### Zoomed window, run 1

Window x 73 to 113, y 111 to 151 um. Cells in gray, sequential cells in the stronger gray; small squares are vias.
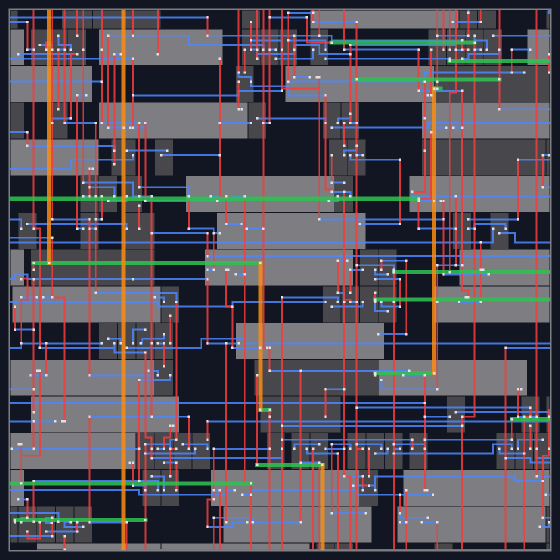
### M2 wires, run 1

Drawn at 1.5 px/um.
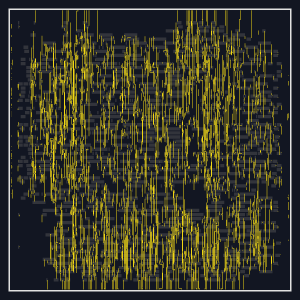
### Track usage over the die, run 1

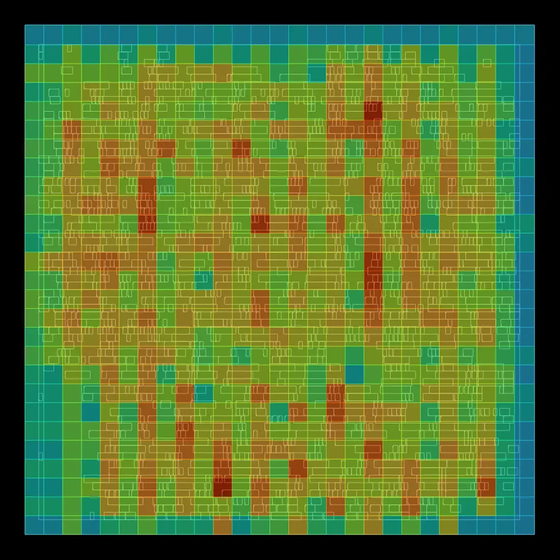
`src/rtl/fetch_unit.sv`:
```
// Instruction-fetch stage: owns the PC, drives the 1-cycle-latency ROM and hands {pc, pc+inc, instr} to decode.
// Optional performance counters are enabled by defining FETCH_PERF_CNT_EN.
//
// state  | meaning
// S_BOOT | first cycle after reset release, unconditionally issues PC_RESET
// S_RUN  | issuing one fetch per cycle while the skid has room for it
// S_HOLD | skid plus in-flight response would fill the skid; ROM address frozen
module fetch_unit #(
    parameter int          ADDR_W     = 32,
    parameter logic [31:0] PC_RESET   = 32'h0040_0000,
    parameter int          PC_INC     = 4,
    parameter int          SKID_DEPTH = 2
) (
    input  logic              clock,
    input  logic              reset,
    input  logic              stall_in,
    input  logic              redirect_in,
    input  logic [ADDR_W-1:0] redirect_target_in,
    output logic [ADDR_W-1:0] rom_addr_out,
    input  logic [31:0]       rom_data_in,
    output logic              valid_out,
    output logic [ADDR_W-1:0] pc_out,
    output logic [ADDR_W-1:0] pc_next_out,
    output logic [31:0]       instr_out
`ifdef FETCH_PERF_CNT_EN
    ,
    output logic [31:0]       perf_fetched_out,
    output logic [31:0]       perf_flushed_out,
    output logic [31:0]       perf_stall_out
`endif
);

    localparam int PTR_W = (SKID_DEPTH > 2) ? $clog2(SKID_DEPTH) : 1;
    localparam int CNT_W = $clog2(SKID_DEPTH + 1);
    localparam logic [ADDR_W-1:0] RESET_PC = ADDR_W'(PC_RESET);
    localparam logic [ADDR_W-1:0] INC      = ADDR_W'(PC_INC);
    localparam logic [ADDR_W-1:0] ALIGN    = ~ADDR_W'(3);

    typedef enum logic [1:0] {S_BOOT, S_RUN, S_HOLD} stateType;

    stateType          state, stateNext;
    logic [ADDR_W-1:0] fetchPc, inflightPc;
    logic              inflight, issue;
    logic [ADDR_W-1:0] skidPc    [SKID_DEPTH];
    logic [31:0]       skidInstr [SKID_DEPTH];
    logic [PTR_W-1:0]  rdPtr, wrPtr;
    logic [CNT_W-1:0]  count;
    logic              consume, outFree, skidEmpty, loadFromSkid, loadFromResp;
    logic              push, pop, room;

    function automatic logic [PTR_W-1:0] ptrInc(input logic [PTR_W-1:0] p);
        return (p == PTR_W'(SKID_DEPTH - 1)) ? '0 : p + 1'b1;
    endfunction

    assign rom_addr_out = fetchPc;
    assign consume      = valid_out & ~stall_in;
    assign outFree      = ~valid_out | consume;
    assign skidEmpty    = (count == '0);
    assign loadFromSkid = outFree & ~skidEmpty;
    assign loadFromResp = outFree & skidEmpty & inflight;
    // Any response not taken straight into the output goes behind older skid entries.
    assign push         = inflight & ~loadFromResp;
    assign pop          = loadFromSkid;
    assign room         = (int'(count) + int'(inflight)) < SKID_DEPTH;

    always_comb begin
        stateNext = state;
        issue     = 1'b0;
        case (state)
            S_BOOT: begin
                issue     = 1'b1;
                stateNext = S_RUN;
            end
            S_RUN: begin
                if (room) issue = 1'b1;
                else      stateNext = S_HOLD;
            end
            S_HOLD: begin
                if (room) stateNext = S_RUN;
            end
            default: stateNext = S_BOOT;
        endcase
        if (redirect_in) begin
            issue     = 1'b0;
            stateNext = S_RUN;
        end
    end

    always_ff @(posedge clock or negedge reset) begin
        if (!reset) begin
            state      <= S_BOOT;
            fetchPc    <= RESET_PC;
            inflight   <= 1'b0;
            inflightPc <= '0;
        end else begin
            state <= stateNext;
            if (redirect_in) begin
                fetchPc  <= redirect_target_in & ALIGN;
                inflight <= 1'b0;
            end else begin
                inflight <= issue;
                if (issue) begin
                    fetchPc    <= fetchPc + INC;
                    inflightPc <= fetchPc;
                end
            end
        end
    end

    always_ff @(posedge clock) begin
        if (push) begin
            skidPc[wrPtr]    <= inflightPc;
            skidInstr[wrPtr] <= rom_data_in;
        end
    end

    always_ff @(posedge clock or negedge reset) begin
        if (!reset) begin
            valid_out   <= 1'b0;
            pc_out      <= '0;
            pc_next_out <= '0;
            instr_out   <= '0;
            count       <= '0;
            rdPtr       <= '0;
            wrPtr       <= '0;
        end else if (redirect_in) begin
            valid_out <= 1'b0;
            count     <= '0;
            rdPtr     <= '0;
            wrPtr     <= '0;
        end else begin
            if (loadFromSkid) begin
                valid_out   <= 1'b1;
                pc_out      <= skidPc[rdPtr];
                pc_next_out <= skidPc[rdPtr] + INC;
                instr_out   <= skidInstr[rdPtr];
            end else if (loadFromResp) begin
                valid_out   <= 1'b1;
                pc_out      <= inflightPc;
                pc_next_out <= inflightPc + INC;
                instr_out   <= rom_data_in;
            end else if (outFree) begin
                valid_out <= 1'b0;
            end
            if (push) wrPtr <= ptrInc(wrPtr);
            if (pop)  rdPtr <= ptrInc(rdPtr);
            count <= count + CNT_W'(push) - CNT_W'(pop);
        end
    end

`ifdef FETCH_PERF_CNT_EN
    always_ff @(posedge clock or negedge reset) begin
        if (!reset) begin
            perf_fetched_out <= '0;
            perf_flushed_out <= '0;
            perf_stall_out   <= '0;
        end else begin
            if (consume) perf_fetched_out <= perf_fetched_out + 32'd1;
            if (redirect_in)
                perf_flushed_out <= perf_flushed_out + 32'(valid_out) + 32'(count) + 32'(inflight);
            if (valid_out & stall_in) perf_stall_out <= perf_stall_out + 32'd1;
        end
    end
`endif

endmodule

```
`config.mk`:
```
export PLATFORM = sky130hd
export DESIGN_NAME = fetch_unit
export DESIGN_NICKNAME = d
export VERILOG_FILES = /design/src/rtl/fetch_unit.sv
export SDC_FILE = /design/constraint.sdc
export NUM_CORES = 1
export LEC_CHECK = 0
export ABC_AREA = 1
export CELL_PAD_IN_SITES_DETAIL_PLACEMENT = 0
export CELL_PAD_IN_SITES_GLOBAL_PLACEMENT = 1
export CORE_MARGIN = 5
export CORE_UTILIZATION = 41
export DETAILED_ROUTE_END_ITERATION = 7
export MAX_ROUTING_LAYER = met4
export PLACE_DENSITY_LB_ADDON = 0.25
export SYNTH_ARGS = -nofsm -noshare
export SYNTH_HDL_FRONTEND = slang
export SYNTH_SLANG_ARGS = --single-unit
```
`constraint.sdc`:
```
create_clock -name clock -period 4.3 [get_ports clock]
set_clock_uncertainty 0.05 [all_clocks]
set_input_delay 1.29 -clock clock [delete_from_list [all_inputs] [get_ports clock]]
set_output_delay 1.29 -clock clock [all_outputs]
set_load 0.05 [all_outputs]
```
==> impl_metrics.env, run 1 <==
# flow metrics
export IMPL_status="finished clean"
export IMPL_clk_latency_ps=560
export IMPL_pwr_share_clk_pct=20.1
export IMPL_grt_overflow=0
export IMPL_crit_arrival_ps=1940
export IMPL_setup_viol=0
export IMPL_largest_reg_flops=64
export IMPL_antenna_found_initial=0
export IMPL_synth_area_top_cells="dfrtp_1 31%, edfxtp_1 29%, nand2_1 17%"
export IMPL_drc_errors=0
export IMPL_synth_flops=284
export IMPL_design_power_total_mw=12.9
export IMPL_ys_warn_count=0
export IMPL_firstDrtPassIters=6
export IMPL_power_top_group="combinational cells"
export IMPL_die_width_um=187
export IMPL_logic_area_um2=4490
export IMPL_min_to="skidPc[1][2]$_DFFE_PP_"
export IMPL_drt_total_wl_um=33000
export IMPL_crit_end="rom_addr_out[22]"
export IMPL_seq_share_pct=48.2
export IMPL_startpoint_type="flop"
export IMPL_clkbuf_count=37
export IMPL_area_growth_pct=25.2
export IMPL_fp_util_pct=41.7
export IMPL_ff_latch_area_um2=7730
export IMPL_synth_xor_area_share_pct=0.616
export IMPL_use_met3_pct=3.08
export IMPL_hold_path_depth=0
export IMPL_setup_ws_ps=1020
export IMPL_gp_congestion=0.824
export IMPL_rsz0062_at_grt="false"
export IMPL_nMultiInputCombCells=1009
export IMPL_die_y_um=187
export IMPL_place_ws_ps=479
export IMPL_simple_gate_share_pct=26.2
export IMPL_period_needed_ps=3280
export IMPL_slowest_delay_ps=820
export IMPL_cts_hold_buf=0
export IMPL_comb_share_pct=28.0
export IMPL_largestClassByArea="sequential cells"
export IMPL_grt_pass1_wl_um=53400
export IMPL_ios=197
export IMPL_fmax_mhz=305
export IMPL_internal_power_mw=7.07
export IMPL_hp_class="reg2reg"
export IMPL_regMostFlops="skidInstr"
export IMPL_nonClkBufAreaFrac_pct=12.7
export IMPL_htree_num_levels=1
export IMPL_design_area_um2=16000
export IMPL_worstReg2RegEnd="pc_next_out[22]$_DFFE_PN0P_"
export IMPL_routed_wl_met2_um=14800
export IMPL_mostFrequentLayoutCell="nand2_1"
export IMPL_cp_required_ps=2960
export IMPL_hold_viol_final=0
export IMPL_critPathSlowestCell="clkdlybuf4s50_1"
export IMPL_clock_sinks=284
export IMPL_detail_route_antenna_nets=0
export IMPL_first_iter_violations=716
export IMPL_fin_cells=2018
export IMPL_seqPwrFrac_pct=34.1
export IMPL_crit_family="buffers and inverters"
export IMPL_maxCapViolations=0
export IMPL_avgViaCountPerCell=4.93
export IMPL_syn_area_per_cell_um2=8.99
export IMPL_clk_pin_slew_ps=60
export IMPL_wl_met1_um=16100
export IMPL_finalSetupTns_ps=0
export IMPL_tightest_slew_ps=848
export IMPL_clock_area_share_pct=6.27
export IMPL_fin_util_pct=52.3
export IMPL_edf_count=124
export IMPL_path_depth=1
export IMPL_netlist_top_cells_count="574 x nand2_1, 159 x dfrtp_1, 128 x nor2_1"
export IMPL_compound_area_share_pct=7.47
export IMPL_dpl_instance_area_um2=15000
export IMPL_cts_path_max_buffers=3
-- 'Zoomed window' (at the start) --
- metal 2: red
- metal 3: green
- metal 1: blue
- metal 4: orange
- cells with their middle in the window: 97
- most frequent: nand2_1 (64), edfxtp_1 (22), clkbuf_16 (4)
- sequential cells in the window: 23
- netlist names of flops here include: skidPc (22), inflightPc (1)

-- 'M2 wires' (at the start) --
- nets with wire on the layer: 1,202
- share of all routed wire: 45%
- wire length on this layer: 14,800 um
- main direction: vertical

-- 'Track usage over the die' (at the start) --
GR peak layer: met2
met2 Usage GRT: 28.9%

==> inputs of run 2 (changes only) <==
Settings changed: CORE_UTILIZATION 41 to 37.
Clock period 4.3 ns to 2.77 ns, I/O delays scaled along.
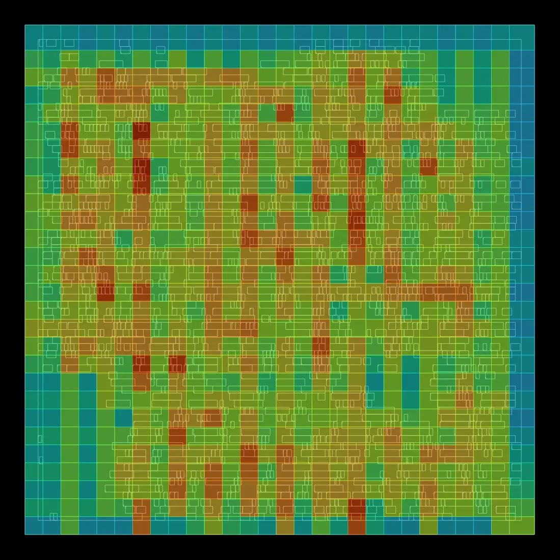
*Track usage over the die, run 2*
Total Routing Usage GR: 17.9%
Util after Layout: 49.7%
met2 Usage GRT: 27.4%

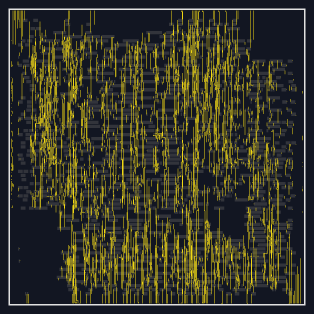
*M2 wires, run 2*
Drawn at 1.5 px/um.
- wire length on this layer: 15,200 um
- nets with wire on the layer: 1,295
- main direction: vertical
- share of all routed wire: 45%
- longest straight run: 61.2 um

==> run 2 against run 1 <==
Synthesized area unchanged. Cell area up 6.6%. Flip-flop count unchanged. Clock-buffer cell count up 2. Total power up 66%. Setup slack worse by 950 ps. Sequential share of layout area down 3.0 points. Cell count up 8.0%. Sequential power up 56%. Die area up 10%. Critical path type unchanged. Critical endpoint is now rom_addr_out[3]. Largest power group unchanged.
==> impl_metrics.env, run 2 <==
# flow metrics
export IMPL_status="finished clean"
export IMPL_worstReg2RegEnd="pc_next_out[20]$_DFFE_PN0P_"
export IMPL_netlist_top_cells_count="574 x nand2_1, 159 x dfrtp_1, 128 x nor2_1"
export IMPL_antenna_found_initial=0
export IMPL_power_top_group="combinational cells"
export IMPL_crit_arrival_ps=1820
export IMPL_place_ws_ps=-310
export IMPL_chipArea_um2=38400
export IMPL_period_needed_ps=2700
export IMPL_fin_cells=2180
export IMPL_cp_required_ps=1890
export IMPL_firstDrtPassIters=5
export IMPL_synth_async_reset_ratio_pct=56.3
export IMPL_cts_hold_buf=0
export IMPL_final_max_slew_violation_count=0
export IMPL_htree_num_levels=1
export IMPL_crit_end="rom_addr_out[3]"
export IMPL_grt_max_degree=61
export IMPL_fin_crit_sh_pct=97.6
export IMPL_internal_power_mw=12.1
export IMPL_routed_wl_met2_um=15200
export IMPL_ff_latch_area_um2=7730
export IMPL_ff2ff_path_depth=13
export IMPL_grt_pass1_wl_um=55000
export IMPL_cts_resized=6
export IMPL_rsz0062_at_grt="false"
export IMPL_comb_share_pct=26.3
export IMPL_clk_latency_ps=540
export IMPL_area_growth_pct=33.5
export IMPL_leakage_nw=7.48
export IMPL_clock_area_share_pct=6.42
export IMPL_critPathSlowestCell="clkdlybuf4s50_1"
export IMPL_drc_errors=0
export IMPL_setup_ws_ps=67.5
export IMPL_clk_pin_slew_ps=60
export IMPL_core_area_um2=34400
export IMPL_nonClkBufAreaFrac_pct=17.2
export IMPL_setup_viol=0
export IMPL_top_layer_used="met4"
export IMPL_synth_xor_area_share_pct=0.616
export IMPL_design_area_um2=17100
export IMPL_drt_total_wl_um=33900
export IMPL_ys_seq_share_pct=60.4
export IMPL_detail_route_antenna_nets=0
export IMPL_maxCapViolations=0
export IMPL_r2r_slack_ps=440
export IMPL_slowest_delay_ps=840
export IMPL_grt_pass1_vias=10200
export IMPL_ios=197
export IMPL_largestClassByArea="sequential cells"
export IMPL_ys_cells=1423
export IMPL_first_iter_violations=582
export IMPL_cts_path_max_buffers=3
export IMPL_simple_gate_share_pct=26.2
export IMPL_syn_area_per_cell_um2=8.99
export IMPL_logic_area_um2=4490
export IMPL_crit_family="buffers and inverters"
export IMPL_crit_path_start="rom_addr_out[3]$_DFFE_PN0P_"
export IMPL_seq_share_pct=45.3
export IMPL_crit_buf_inv=1
export IMPL_hold_viol_final=0
export IMPL_finalSetupTns_ps=0
export IMPL_path_depth=1
export IMPL_compound_area_share_pct=7.47
export IMPL_design_power_total_mw=21.4
export IMPL_ys_warn_count=0
export IMPL_use_met1_pct=26.3
export IMPL_gp_congestion=0.857
export IMPL_top_cell_area_share_pct=31.1
export IMPL_top_cell="nand2_1"
export IMPL_seqPwrFrac_pct=32.1
export IMPL_powerClk_mw=4.37
export IMPL_die_y_um=196
export IMPL_mostFrequentLayoutCell="nand2_1"
export IMPL_synth_area_top_cells="dfrtp_1 31%, edfxtp_1 29%, nand2_1 17%"
export IMPL_hp_class="in2async"
export IMPL_regMostFlops="skidInstr"
export IMPL_fp_util_pct=37.2
export IMPL_wl_per_cell_um=15.6
export IMPL_largest_reg_flops=64
export IMPL_ys_area_um2=12800
export IMPL_clkbuf_count=39
export IMPL_tightest_slew_ps=615
export IMPL_grt_overflow=0
export IMPL_wl_met1_um=16700
export IMPL_synth_flops=284
export IMPL_use_met3_pct=2.32
export IMPL_grt_busiest_layer="met2"
export IMPL_powerComb_mw=10.2
export IMPL_startpoint_type="flop"
export IMPL_die_width_um=196
export IMPL_avgViaCountPerCell=4.71
export IMPL_edf_count=124
export IMPL_nMultiInputCombCells=1009
export IMPL_clock_sinks=284
export IMPL_fmax_mhz=370
export IMPL_pwr_share_clk_pct=20.4
export IMPL_dpl_instance_area_um2=16000
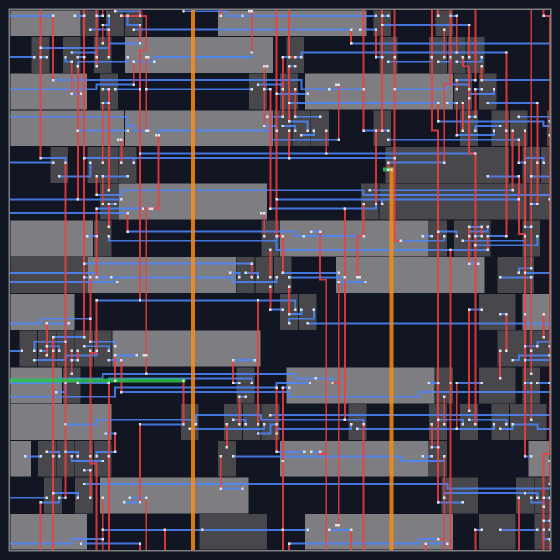
*Zoomed window, run 2*
Window x 78 to 118, y 117 to 157 um. Cells in gray, sequential cells in the stronger gray; small squares are vias.
- metal 2: red
- metal 4: orange
- metal 3: green
- metal 1: blue
- cells with their middle in the window: 100
- sequential cells in the window: 18
- most frequent: nand2_1 (67), edfxtp_1 (18), buf_4 (7)
- netlist names of flops here include: skidPc (18)

Power is estimated from default activity; no workload was simulated.
